<file path="src/rtl/afifo_pkg.sv">
// Shared definitions for the async FIFO front ends.
package afifo_pkg;

    // Default pointer width and the FIFO depth it implies (address is one bit narrower).
    localparam int WIDTH_DEF = 4;
    localparam int DEPTH     = 1 << (WIDTH_DEF - 1);

    // Gray to binary: bit i is the XOR of all Gray bits at and above i.
    // Zero-extended upper bits do not disturb the prefix XOR, so any width up to 32 works.
    function automatic logic [31:0] gray2bin(input logic [31:0] g);
        logic [31:0] b;
        b = '0;
        for (int i = 0; i < 32; i++) begin
            b[i] = ^(g >> i);
        end
        return b;
    endfunction

endpackage

</file>
<file path="src/rtl/afifo_wr_front_if.sv">
// Producer-side valid/ready handshake into the write front end.
interface afifo_wr_front_if #(
    parameter int DW = 8
);
    logic          s_valid;
    logic [DW-1:0] s_data;
    logic          s_ready;

    modport master (output s_valid, output s_data, input s_ready);
    modport slave  (input s_valid, input s_data, output s_ready);
endinterface

</file>
<file path="src/rtl/sync_2ff.sv">
// Plain two-flop synchroniser for Gray-coded pointers crossing clock domains.
module sync_2ff #(
    parameter int W = 4
) (
    input  logic         clk,
    input  logic         rst_n,
    input  logic [W-1:0] d,
    output logic [W-1:0] q
);

    logic [W-1:0] meta_d, meta_q;
    logic [W-1:0] sync_d, sync_q;

    // First stage samples the foreign-domain bus directly; second stage settles it.
    always_comb begin
        meta_d = d;
        sync_d = meta_q;
    end

    // Synchroniser chain registers.
    always_ff @(posedge clk or negedge rst_n) begin
        if (!rst_n) begin
            meta_q <= '0;
            sync_q <= '0;
        end else begin
            meta_q <= meta_d;
            sync_q <= sync_d;
        end
    end

    assign q = sync_q;

endmodule

</file>
<file path="src/rtl/afifo_wr_front.sv">
// Write-domain front end: 2-entry skid buffer feeding the FIFO, read-pointer
// synchroniser, and occupancy / almost-full reporting.
module afifo_wr_front
    import afifo_pkg::*;
#(
    parameter int WIDTH = 4,
    parameter int DW    = 8
) (
    input  logic               wclk,
    input  logic               wrst_n,
    afifo_wr_front_if.slave    s_if,
    input  logic [WIDTH-1:0]   rptr,
    output logic [WIDTH-1:0]   wq2_rptr,
    input  logic [WIDTH-1:0]   wptr,
    input  logic               wfull,
    output logic               winc,
    output logic [DW-1:0]      wdata,
    input  logic [WIDTH-1:0]   afull_thresh,
    output logic [WIDTH-1:0]   wlevel,
    output logic               walmost_full
);

    localparam int DEPTH_W = 1 << (WIDTH - 1);

    logic          main_valid_d, main_valid_q;
    logic          skid_valid_d, skid_valid_q;
    logic [DW-1:0] main_data_d,  main_data_q;
    logic [DW-1:0] skid_data_d,  skid_data_q;
    logic          s_ready_d,    s_ready_q;
    logic          walmost_full_d, walmost_full_q;
    logic          accept, drain;
    logic [WIDTH-1:0] wbin, rbin;

    sync_2ff #(.W(WIDTH)) u_rptr_sync (
        .clk   (wclk),
        .rst_n (wrst_n),
        .d     (rptr),
        .q     (wq2_rptr)
    );

    // Occupancy from the write side; stale read pointer makes it pessimistic.
    always_comb begin
        wbin           = WIDTH'(gray2bin(32'(wptr)));
        rbin           = WIDTH'(gray2bin(32'(wq2_rptr)));
        wlevel         = wbin - rbin;
        walmost_full_d = (wlevel >= afull_thresh);
    end

    // Skid stage next state: main drains into the FIFO, skid catches the one
    // word that may arrive while main is stalled and s_ready is still high.
    always_comb begin
        main_valid_d = main_valid_q;
        skid_valid_d = skid_valid_q;
        main_data_d  = main_data_q;
        skid_data_d  = skid_data_q;
        accept       = s_if.s_valid & s_ready_q;
        drain        = main_valid_q & ~wfull;
        if (drain || !main_valid_q) begin
            if (skid_valid_q) begin
                main_valid_d = 1'b1;
                main_data_d  = skid_data_q;
            end else begin
                main_valid_d = accept;
                if (accept) main_data_d = s_if.s_data;
            end
            skid_valid_d = 1'b0;
        end else if (accept) begin
            skid_valid_d = 1'b1;
            skid_data_d  = s_if.s_data;
        end
        s_ready_d = ~skid_valid_d;
    end

    // Skid stage and flag registers.
    always_ff @(posedge wclk or negedge wrst_n) begin
        if (!wrst_n) begin
            main_valid_q   <= 1'b0;
            skid_valid_q   <= 1'b0;
            main_data_q    <= '0;
            skid_data_q    <= '0;
            s_ready_q      <= 1'b1;
            walmost_full_q <= 1'b0;
        end else begin
            main_valid_q   <= main_valid_d;
            skid_valid_q   <= skid_valid_d;
            main_data_q    <= main_data_d;
            skid_data_q    <= skid_data_d;
            s_ready_q      <= s_ready_d;
            walmost_full_q <= walmost_full_d;
        end
    end

    assign winc         = drain;
    assign wdata        = main_data_q;
    assign s_if.s_ready = s_ready_q;
    assign walmost_full = walmost_full_q;

    // Skid may only hold data while main also holds data.
    a_no_skid_only: assert property (@(posedge wclk) disable iff (!wrst_n)
        !(skid_valid_q && !main_valid_q));

    // Occupancy can never exceed the FIFO depth.
    a_level_bound: assert property (@(posedge wclk) disable iff (!wrst_n)
        int'(wlevel) <= DEPTH_W);

    // Write strobe must never hit a full FIFO.
    a_no_write_full: assert property (@(posedge wclk) disable iff (!wrst_n)
        !(winc && wfull));

endmodule
</file>
<file path="src/flat_wrapper.sv">
// flat-port wrapper written by rule: the top's interface ports become plain ports
module afifo_wr_front_flat import afifo_pkg::*;
#(
    parameter int WIDTH = 4,
    parameter int DW    = 8
)
  (wclk, wrst_n, rptr, wq2_rptr, wptr, wfull, winc, wdata, afull_thresh, wlevel, walmost_full, s_if_s_valid, s_if_s_data, s_if_s_ready);
  afifo_wr_front_if #(.DW(DW)) s_if_i ();
  input  logic wclk;
  input  logic wrst_n;
  input  logic [WIDTH-1:0] rptr;
  output logic [WIDTH-1:0] wq2_rptr;
  input  logic [WIDTH-1:0] wptr;
  input  logic wfull;
  output logic winc;
  output logic [DW-1:0] wdata;
  input  logic [WIDTH-1:0] afull_thresh;
  output logic [WIDTH-1:0] wlevel;
  output logic walmost_full;
  input wire logic [$bits(s_if_i.s_valid)-1:0] s_if_s_valid;
  input wire logic [$bits(s_if_i.s_data)-1:0] s_if_s_data;
  output wire logic [$bits(s_if_i.s_ready)-1:0] s_if_s_ready;
  assign s_if_i.s_valid = s_if_s_valid;
  assign s_if_i.s_data = s_if_s_data;
  assign s_if_s_ready = s_if_i.s_ready;
  afifo_wr_front #(.WIDTH(WIDTH), .DW(DW)) u_core (.wclk(wclk), .wrst_n(wrst_n), .s_if(s_if_i), .rptr(rptr), .wq2_rptr(wq2_rptr), .wptr(wptr), .wfull(wfull), .winc(winc), .wdata(wdata), .afull_thresh(afull_thresh), .wlevel(wlevel), .walmost_full(walmost_full));
endmodule
</file>
<file path="config.mk">
export PLATFORM = sky130hd
export DESIGN_NAME = afifo_wr_front_flat
export DESIGN_NICKNAME = d
export VERILOG_FILES = /design/src/rtl/afifo_pkg.sv /design/src/rtl/afifo_wr_front_if.sv /design/src/rtl/sync_2ff.sv /design/src/rtl/afifo_wr_front.sv /design/src/flat_wrapper.sv
export SDC_FILE = /design/constraint.sdc
export NUM_CORES = 1
export LEC_CHECK = 0
export CORE_MARGIN = 2
export CORE_UTILIZATION = 45
export DETAILED_ROUTE_END_ITERATION = 6
export PLACE_DENSITY = 0.88
export SLEW_MARGIN = 20
export SYNTH_ARGS = -nofsm -noshare
export SYNTH_HDL_FRONTEND = slang
export SYNTH_SLANG_ARGS = --single-unit
</file>
<file path="constraint.sdc">
create_clock -name wclk -period 4.6 [get_ports wclk]
set_clock_uncertainty 0.05 [all_clocks]
set_input_delay 1.38 -clock wclk [delete_from_list [all_inputs] [get_ports wclk]]
set_output_delay 1.38 -clock wclk [all_outputs]
set_load 0.02 [all_outputs]
</file>
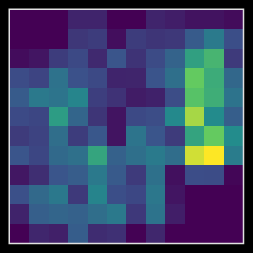
(wiring heat map)
(4 px per µm) 12 x 12 tiles, from dark purple (low) to yellow (high), scaled to the fullest tile. Values are wire area over tile area, all layers added.
tiles over half the peak	9.0%
mean over tiles	0.12
densest ninth of the die	east
fullest tile	0.51
emptiest ninth of the die	south-east
nearly empty tiles	15%

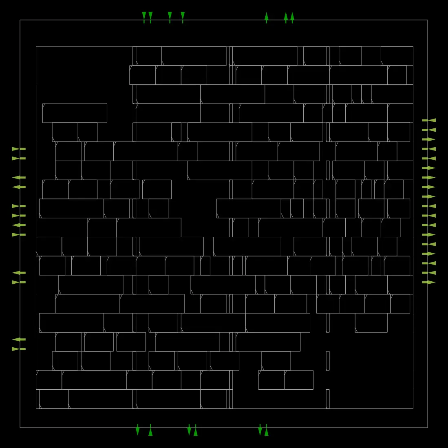
(placement view)
Tapcells: 31
final design utilization: 0.691
flip-flop and latch share of the layout cell area: 0.365
core area: 2780 µm²

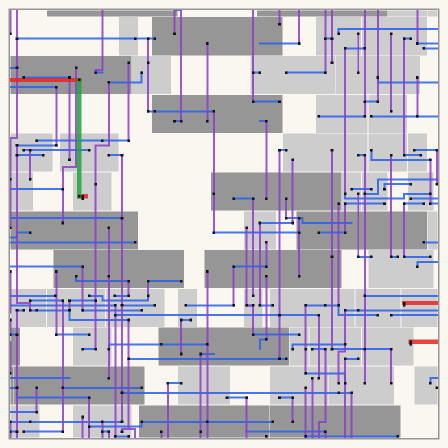
(close-up of the layout)
Window x 14 to 44, y 14 to 44 µm. Cells in grey, sequential cells in the stronger grey; small squares are vias.
layer	colour
M2	purple
M4	green
M1	blue
M3	red
netlist names of flops here include	`u_core.skid_data_q` (5)
sequential cells in the window	12
cells with their middle in the window	49
most frequent	dfrtp_1 (11), mux2_2 (8), clkdlybuf4s50_1 (5)

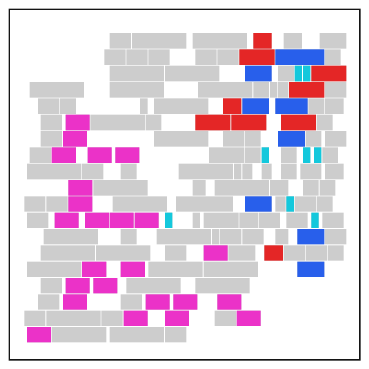
(selected gate families)
(6 px per µm)
family	colour	cells	most used
mux cells	magenta	24	mux2_2
inv cells	cyan	8	inv_1
fa/ha/maj cells	blue	8	ha_1
xor and xnor cells	red	9	xnor2_2

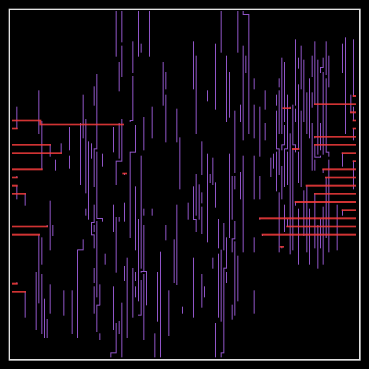
(routed metal, one colour a layer)
(6 px per µm) Two of the layers only.
layer	colour	wire length
M3	red	161 µm
M2	purple	1,410 µm

==> run summary <==
Implementation results. In the log, the iteration count for the first detailed-route pass is 2. Global routing usage summed across all routing layers landed at 0.163. Among cell families on the critical path, the largest total delay comes from adder cells. Among all cell classes, the greatest summed area belongs to flip-flops and latches.

Filler cell count landed at 209. Violation count after the first detailed-route iteration landed at 8. The endpoint identified for the worst register-to-register timing path is u_core.walmost_full.

Total congestion overflow after global routing landed at 0. Yosys reports that the most numerous cell types are 27 x sky130_fd_sc_hd__dfrtp_1, 24 x sky130_fd_sc_hd__mux2_2, 8 x sky130_fd_sc_hd__inv_1. Number of cell rows landed at 19. The worst setup path is captured at an output port.

VDD sags by at most 0.288 mV. Clock power share landed at 0.120. Routed signal wires occupy layers up through met4. The area recorded from the Yosys report for this design is 1320 µm². The flow ran to the end, and the final reports show no timing, DRC or antenna violations. Per the synthesis report, the dominant area consumer among library cells is sky130_fd_sc_hd__dfrtp_1. Switching portion of total power landed at 0.325. Hold repair after CTS inserted 0 buffers. Register share after synthesis landed at 0.531.

Of the post-synthesis cell area, the part taken by muxes is 0.205. The end-of-flow timing check tallies setup violations at 0. The critical path in this run is classified as in2out. Across all setup checks in the final design, the least slack found is 0.0257 ns. Of the total standard cell area in the layout, the multi-input combinational portion is 0.321. Timing would allow up to 0.219 GHz. In the power breakdown, the biggest contributor is combinational cells. Final weighted congestion in routability-driven placement landed at 0.741.

The number of placed instances, taps included, is 174. Final number of hold-violating endpoints landed at 0. Share of flip-flops with an asynchronous set or reset after synthesis landed at 1.00. Total power density per cell area landed at 424 nW/µm². Proportion of layout cells with a drive suffix above 1 landed at 0.384. Fraction of power consumed by combinational cells landed at 0.473.

The synthesized netlist handed to floorplanning was reported with a cell count of 93. Half-perimeter wire length after placement landed at 1970 µm. The worst hold path belongs to the class reg2reg. Reported sequential group power landed at 332 µW. After synthesis, the largest family of logic cells by area is multiplexers.

The power report attributes to the sequential group a share of 0.407. The analysis attributes to net switching a power of 265 µW. STA classifies the critical path startpoint as an input pin. For hold timing, the worst endpoint is u_core.u_rptr_sync.q[0]. 0 antenna diodes ended up in the layout. Remaining max-slew budget at the tightest pin landed at 0.693. Across all layers, the routed design uses 910 vias. The design has 28 sequential cells.

In this run the full chip footprint comes out at 3390 µm². According to the timing report, the critical path is captured at wlevel[1]. The fraction of final cell area spent on non-clock buffers in this run is 0.265. Count of placed standard cells in the final layout, fillers left out landed at 182. Per report_power, the Combinational row totals 386 µW.

Setup slack on the worst path after placement came out at -0.729 ns. The post-route report lists met1 wire length as 1050 µm. Static power due to leakage landed at 0.000876 µW. The net count of the finished layout is 184. At the floorplan stage, the core utilization is reported as 0.475. Maximum count of clock buffers along a single path landed at 2. Worst-case hold slack landed at 0.313 ns. In this run the mean area of a mapped cell was 14.2 µm². OpenSTA lists the critical path startpoint as wptr[3]. Global routing met3 resource utilization landed at 0.0313. Setup total negative slack on the finished layout was measured at 0 ns.

Total number of multi-input combinational cells landed at 56. Relative area change from synthesis to final layout landed at 45.5%. The number of nets in the synthesized netlist is 125. Count of non-CTS inverters in the layout landed at 8. Vertical die dimension landed at 58.2 µm. The final report gives the standard cell area, fillers excluded, as 1920 µm². Clock input transition at the sequential cells of the worst setup and hold paths landed at 0.14 ns. Entering global routing, the biggest net connects 29 pins.

In the power breakdown, the internal column shows 550 µW. Worst path buffer plus inverter count landed at 3. The tree built by TritonCTS fans out to 28 sinks. The launch point of the worst min-delay path is recorded as u_core.u_rptr_sync.meta_q[0]. Synthesized-area fraction occupied by xor and xnor cells landed at 0.0710. The first global-routing pass estimated 4260 µm of wire. Number of cells on the worst reg-to-reg path landed at 11. Share of synthesized cell area in and-or and or-and compound cells landed at 0.0436. Count of clock buffers in the final design landed at 4.

The report gives the cell count of the worst hold path as 0. After layout, the minimum clock period comes to 4.57 ns. The initial antenna violation count came to 0. Reg-to-reg setup timing slack landed at 1.80 ns. Number of maximum-capacitance constraint violations landed at 0.

TritonCTS built the clock tree. Max fanout on the critical path was recorded as 2. Met2 usage in global routing landed at 0.308. Number of antenna-violating nets in the routed design landed at 0. The cell sitting at the root of the clock tree is a sky130_fd_sc_hd__clkbuf_4. The synthesis stats list as the most numerous cell sky130_fd_sc_hd__dfrtp_1.

The report lists the cells along the critical path as dlygate4sd2_1 -> xor2_2 -> xnor2_2 -> xor2_1 -> ha_2 -> fa_2 -> inv_1 -> buf_4. Among all flip-flop cells after synthesis, the most frequent one is sky130_fd_sc_hd__dfrtp_1. The logs give a warning total of 26.

Data on the critical path is required at its endpoint by 3.17 ns. The synthesized design contains 0 enable-type register cells. Total chip power landed at 815 µW. Placed cell area landed at 1840 µm². Clock group total power landed at 97.6 µW. The launch point of the worst register-to-register path is recorded as u_core.u_rptr_sync.q[3]. The via count of the first global-routing pass came to 1,037. For reference, the final report shows the max-slew violation count at 0. The routed design uses 160 µm of met3 wire. The routed design has 2650 µm of wire.

Area used by multi-input combinational logic landed at 617 µm². Share of the synthesized area in the top cell type landed at 0.511. Counting plain and timing-repair buffers in the layout gives 55. Die width landed at 58.2 µm. Looking at the max-slew report, the worst-margin pin has a slew of 0.460 ns. Post-route period utilization is reported as 0.994. By area the synthesized netlist is led by sky130_fd_sc_hd__dfrtp_1 51%, sky130_fd_sc_hd__mux2_2 20%, sky130_fd_sc_hd__ha_1 6.6%.

Total of buffers placed on input and output ports landed at 42. Worst path arrival time landed at 3.14 ns. Sequential cell area landed at 702 µm². The gate-level netlist out of Yosys references 19 unique cell types. Adder and majority cell fraction of the synthesized area landed at 0.0814. The detailed router reports a met2 wire length of 1410 µm. Of the total synthesized cell area, the portion taken by AND, OR, NAND and NOR gates is 0.0369. Ratio of routed vias to standard cells landed at 5.00. On the critical path, the stage with the largest delay is an instance of sky130_fd_sc_hd__fa_2. The layer flagged by global routing as most heavily used is met2.

According to the I/O placement log, the pin count is 43. Clock latency at the later pin of the worst-skew pair landed at 0.31 ns. Remaining design rule violation count landed at 0. Counting the buffers created by CTS gives 3. For this design, Yosys synthesis ends with a cell count of 93. Of all the cell area in the finished design, the clock network holds 0.0137. In this design, the stage delay of the slowest critical-path cell is 0.44 ns. Synthesized cell area landed at 1320 µm². Met1 track utilization from global routing landed at 0.185. Number of synthesized register bits landed at 28. For this run, the number of Yosys warnings is 0. The critical path runs through a total of 8 cells. Per the CTS log, the maximum H-tree level is 1. TritonRoute output was used to compute an average wire per cell of 14.6 µm.
## timing repair
action                                  in CTS  in global routing
cloned                                       0                  0
resized                                     26                  3
pin swaps                                    4                  3
setup buffers                                1                  3
endpoints found under the setup margin       4                  2
## state kept, by name, summed over array words and instances, names as in the netlist
signal,flops
u_core.u_rptr_sync.meta_q,4
u_core.skid_valid_q,1
u_core.walmost_full,1
u_core.u_rptr_sync.q,4
u_core.s_if.s_ready,1
u_core.wdata,8
u_core.main_valid_q,1
u_core.skid_data_q,8
## placed cells by master (no fill, tap or decap), drive strengths merged, types with 2 or more instances in the layout
master	n
clkdlybuf4s50	35
a21oi	5
inv	8
buf	16
dfrtp	27
ha	7
mux2	24
dlygate4sd2	3
xor2	4
xnor2	5
nand2	4
clkbuf	4
o21ai	2
Power and IR drop assume default switching activity.
